**config.mk**
```make
export PLATFORM = sky130hd
export DESIGN_NAME = nn_layer_seq
export DESIGN_NICKNAME = d
export VERILOG_FILES = /design/src/rtl/nn_layer_seq.sv
export SDC_FILE = /design/constraint.sdc
export NUM_CORES = 1
export LEC_CHECK = 0
export ABC_AREA = 1
export ABC_CLOCK_PERIOD_IN_PS = 2200
export CORE_UTILIZATION = 25
export DETAILED_ROUTE_END_ITERATION = 10
export GPL_ROUTABILITY_DRIVEN = 1
export HOLD_SLACK_MARGIN = 0.05
export SYNTH_ARGS = -nofsm -noshare
export SYNTH_HDL_FRONTEND = slang
export SYNTH_SLANG_ARGS = --single-unit
```
**constraint.sdc**
```tcl
create_clock -name clk -period 2.2 [get_ports clk]
set_clock_uncertainty 0.1 [all_clocks]
set_input_delay 0.44 -clock clk [delete_from_list [all_inputs] [get_ports clk]]
set_output_delay 0.44 -clock clk [all_outputs]
set_load 0.01 [all_outputs]
```
**src/rtl/nn_layer_seq.sv**
```systemverilog
// nn_layer_seq: control sequencer for a multi-layer MAC datapath.
// Runs COMPUTE -> DRAIN -> RESCALE -> ACTIVATE -> LOAD -> MAC_RST for each
// layer. It keeps a global weight address, a per-layer input index and the
// current layer number.
module nn_layer_seq #(
  parameter int NUM_LAYERS = 3,
  parameter int N_IN       = 784,
  parameter int N_HID      = 28,
  parameter int MAC_LAT    = 2,
  parameter int ADDR_W     = 11
) (
  input  logic                                  clk,
  input  logic                                  rst,
  input  logic                                  start,
  input  logic                                  cont,
  input  logic                                  mem_ready,
  input  logic                                  load_done,
  input  logic                                  abort,
  output logic [ADDR_W-1:0]                     ADDR,
  output logic [ADDR_W-1:0]                     ADDR_IP,
  output logic [$clog2(NUM_LAYERS+1)-1:0]       layer,
  output logic                                  mac_en,
  output logic                                  mac_rst,
  output logic                                  rescale,
  output logic                                  act_en,
  output logic                                  load_en,
  output logic                                  busy,
  output logic                                  done
);

  localparam int LW = $clog2(NUM_LAYERS + 1);
  localparam int DW = (MAC_LAT > 1) ? $clog2(MAC_LAT) : 1;
  localparam logic [DW-1:0] DRAIN_LAST = DW'((MAC_LAT > 0) ? MAC_LAT - 1 : 0);
  localparam logic [LW-1:0] LAST_LAYER = LW'(NUM_LAYERS - 1);
  localparam longint TOTAL_BEATS = longint'(N_IN) + longint'(NUM_LAYERS - 1) * longint'(N_HID);
  localparam longint ADDR_SPACE  = longint'(1) << ADDR_W;

  if (NUM_LAYERS < 1) begin : g_bad_layers
    $error("nn_layer_seq: NUM_LAYERS must be >= 1");
  end
  if (MAC_LAT < 0) begin : g_bad_lat
    $error("nn_layer_seq: MAC_LAT must be >= 0");
  end
  if (TOTAL_BEATS > ADDR_SPACE) begin : g_bad_addr
    $error("nn_layer_seq: total weight beats exceed the ADDR_W address space");
  end

  typedef enum logic [2:0] {
    S_IDLE, S_COMPUTE, S_DRAIN, S_RESCALE, S_ACTIVATE, S_LOAD, S_MAC_RST, S_DONE
  } state_t;

  state_t          state, state_nx;
  logic            aborting;
  logic            abort_take;
  logic [DW-1:0]   drain_cnt;
  logic [ADDR_W-1:0] fan_last;
  logic            last_beat;
  logic            run_clear;

  assign fan_last   = (layer == '0) ? ADDR_W'(N_IN - 1) : ADDR_W'(N_HID - 1);
  assign last_beat  = (ADDR_IP == fan_last);
  // A MAC_RST entered because of an abort must not be re-entered by a held abort.
  assign abort_take = abort && (state != S_IDLE) && !((state == S_MAC_RST) && aborting);
  assign run_clear  = (state_nx == S_COMPUTE) && ((state == S_IDLE) || (state == S_DONE));

  // State register
  always_ff @(posedge clk or posedge rst) begin
    if (rst) state <= S_IDLE;
    else     state <= state_nx;
  end

  // Remember that the coming MAC_RST cycle is an abort, so it exits to IDLE
  always_ff @(posedge clk or posedge rst) begin
    if (rst) aborting <= 1'b0;
    else     aborting <= abort_take;
  end

  // Next-state logic; abort takes priority over every other condition
  always_comb begin
    state_nx = state;
    if (abort_take) begin
      state_nx = S_MAC_RST;
    end else begin
      unique case (state)
        S_IDLE:     if (start && !abort) state_nx = S_COMPUTE;
        S_COMPUTE:  if (mem_ready && last_beat) state_nx = (MAC_LAT == 0) ? S_RESCALE : S_DRAIN;
        S_DRAIN:    if (drain_cnt == DRAIN_LAST) state_nx = S_RESCALE;
        S_RESCALE:  state_nx = S_ACTIVATE;
        S_ACTIVATE: state_nx = S_LOAD;
        S_LOAD:     if (load_done) state_nx = S_MAC_RST;
        S_MAC_RST: begin
          if (aborting)                 state_nx = S_IDLE;
          else if (layer == LAST_LAYER) state_nx = S_DONE;
          else                          state_nx = S_COMPUTE;
        end
        S_DONE:     state_nx = cont ? S_COMPUTE : S_IDLE;
        default:    state_nx = S_IDLE;
      endcase
    end
  end

  // Address, input index and layer counters
  always_ff @(posedge clk or posedge rst) begin
    if (rst) begin
      ADDR    <= '0;
      ADDR_IP <= '0;
      layer   <= '0;
    end else if (run_clear) begin
      ADDR    <= '0;
      ADDR_IP <= '0;
      layer   <= '0;
    end else if ((state == S_COMPUTE) && mem_ready && !abort) begin
      ADDR <= ADDR + 1'b1;
      if (!last_beat) ADDR_IP <= ADDR_IP + 1'b1;
    end else if ((state == S_MAC_RST) && (state_nx == S_COMPUTE)) begin
      layer   <= layer + 1'b1;
      ADDR_IP <= '0;
    end
  end

  // Pipeline drain timer, restarted on every entry to DRAIN
  always_ff @(posedge clk or posedge rst) begin
    if (rst)                  drain_cnt <= '0;
    else if (state != S_DRAIN) drain_cnt <= '0;
    else                      drain_cnt <= drain_cnt + 1'b1;
  end

  // Moore strobes decoded from the registered state; mac_en also gated by mem_ready
  always_comb begin
    mac_en  = (state == S_COMPUTE) && mem_ready;
    mac_rst = (state == S_MAC_RST);
    rescale = (state == S_RESCALE);
    act_en  = (state == S_ACTIVATE);
    load_en = (state == S_LOAD);
    busy    = (state != S_IDLE);
    done    = (state == S_DONE);
  end

endmodule

```
### Sequential cells grouped by signal name

Other sequential cells in the stronger gray, the rest of the logic in the fainter gray.
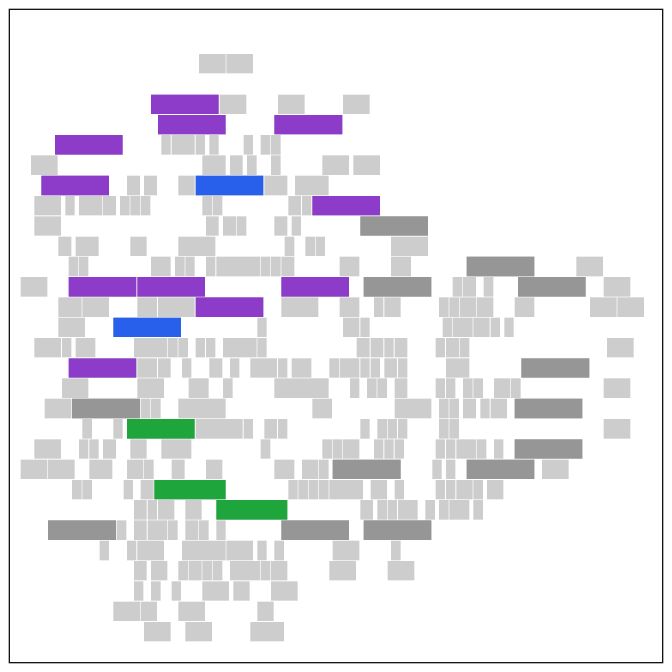
Key: layer = blue [flops 2]; state = green [flops 3]; ADDR = purple [flops 11]
Another 13 sequential cells are not colored.
Sequential Area: 728 um2
final cell utilization of the core: 35.7%

### Routed metal, one color a layer

Bar = 20 um.
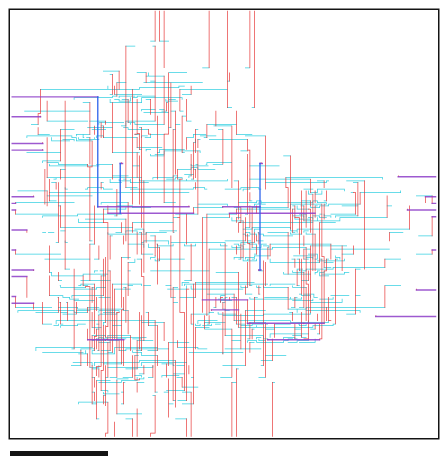
Key: M2 = red [wire length 2030 um]; M3 = purple [wire length 201 um]; M1 = cyan [wire length 2040 um]; M4 = blue [wire length 54.4 um]
final routed wirelength across all metal layers: 4.32 mm
via count: 1643
routed length per placed instance: 11.1 um
Overall Global Routing Usage: 12.5%

==> impl_metrics.toml <==
# synthesis and place-and-route metrics
[logic_synthesis]
synthXorXnorAreaFrac_pct = 3.36
yosys_warnings = 0
count_of_library_flops_with_an_enable_pin = 0
yosys_cells = 240
synthMuxAreaShare_pct = 0
simple_gate_share_pct = 40.2
postSynth.topFlopCell = "sky130_fd_sc_hd__dfrtp_1"
top_cell = "sky130_fd_sc_hd__nand2_1"
syn-num-nets = 251

[final_layout]
antennaDiodeCount = 0
layout.non_clock_buffers = 48
layout_top_cells = "59 x sky130_fd_sc_hd__nand2_1, 36 x sky130_fd_sc_hd__clkdlybuf4s50_1, 33 x sky130_fd_sc_hd__inv_1"
syn2layout_area_growth_pct = 35.2
non_clock_buffer_area_share_pct = 19.0
final_common_cell = "sky130_fd_sc_hd__nand2_1"
area.share.sequential_pct = 29.5
multiInputCombCellCount = 169
area.share.combinational_pct = 37.3
nClkBuffers = 5

[power_and_ir_drop]
pg_comb_w = 0.000926
fraction_of_power_spent_switching_nets_pct = 40.2
seqPwrFrac_pct = 35.0
max-vdd-ir-drop_v = 0.000435

[worst_setup_path]
critical-path-max-stage-delay_ns = 0.57
ff2ff_setup_slack_ns = 0.20
critical_path.top_delay_family = "buffers and inverters"
crit_end_category = "output port"
cp_slowest_cell = "sky130_fd_sc_hd__clkdlybuf4s50_1"
worst-path-stages = 3
r2r.worst_path.cells = 10
worst-endpoint-required_ns = 1.66
start_of_the_worst_register_to_register_path = "ADDR_IP[0]"

[global_route]
maximum_number_of_pins_on_one_net_before_global_route_repair = 30
grt_first_pass_wirelength_mm = 7.35
globalRoute.busiestLayer = "met2"
grt_overflow = 0

[floorplan]
ioPinCount = 38
coreArea_um2 = 6910
initCoreUtil_pct = 26.4

[clock_tree]
cts-root-to-sink-buffers = 2
sinks_on_clock_net = 29
cts_tree = "yes"
postCtsResizedCells = 0
cts.htree.levels = 2

[route]
antenna_violating_nets_post_route = 0
detailedRoute.firstIterationViolations = 113
detail_route.drc_violations = 0
route.layer.met1.wl_mm = 2.04
dr.pass1.iters = 4

[run]
tool_warning_count = 27
max_cap_violations = 0

[final_timing]
post-route-period-util_pct = 96.6
slew_headroom_pct = 72.0

[outcome]
result_of_the_run = "finished clean"

[worst_hold_path]
whs_endpoint = "drain_cnt"
### Clock wires, drivers and flops

Bar = 20 um.
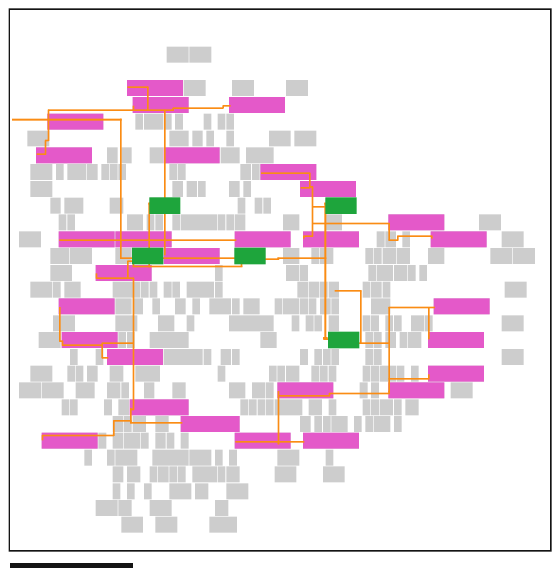
Key: flip-flops = magenta [count 29]; clock wires = orange [length 454 um]; clock-net drivers = green [count 5]
There are 6 routed clock nets.

### I/O pins on the die edge

Pins as bars across the die edge, other pins in gray.
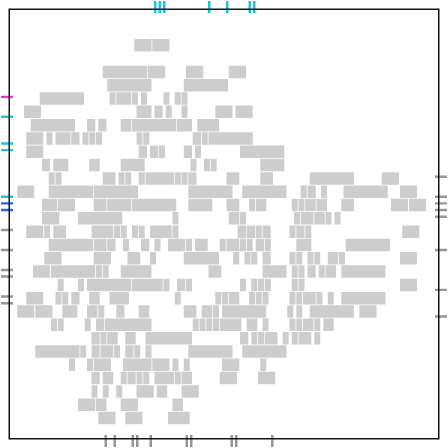
Key: clk = magenta [pins 1, direction input, edge left]; layer = blue [pins 2, direction output, edge left]; ADDR = cyan [pins 11, direction output, edge 7 top, 4 left]
All pins by edge: 13 left, 10 bottom, 8 right, 7 top.
Die Wd: 87.5 um
die y size: 87.5 um
Port Buf Inserts: 37

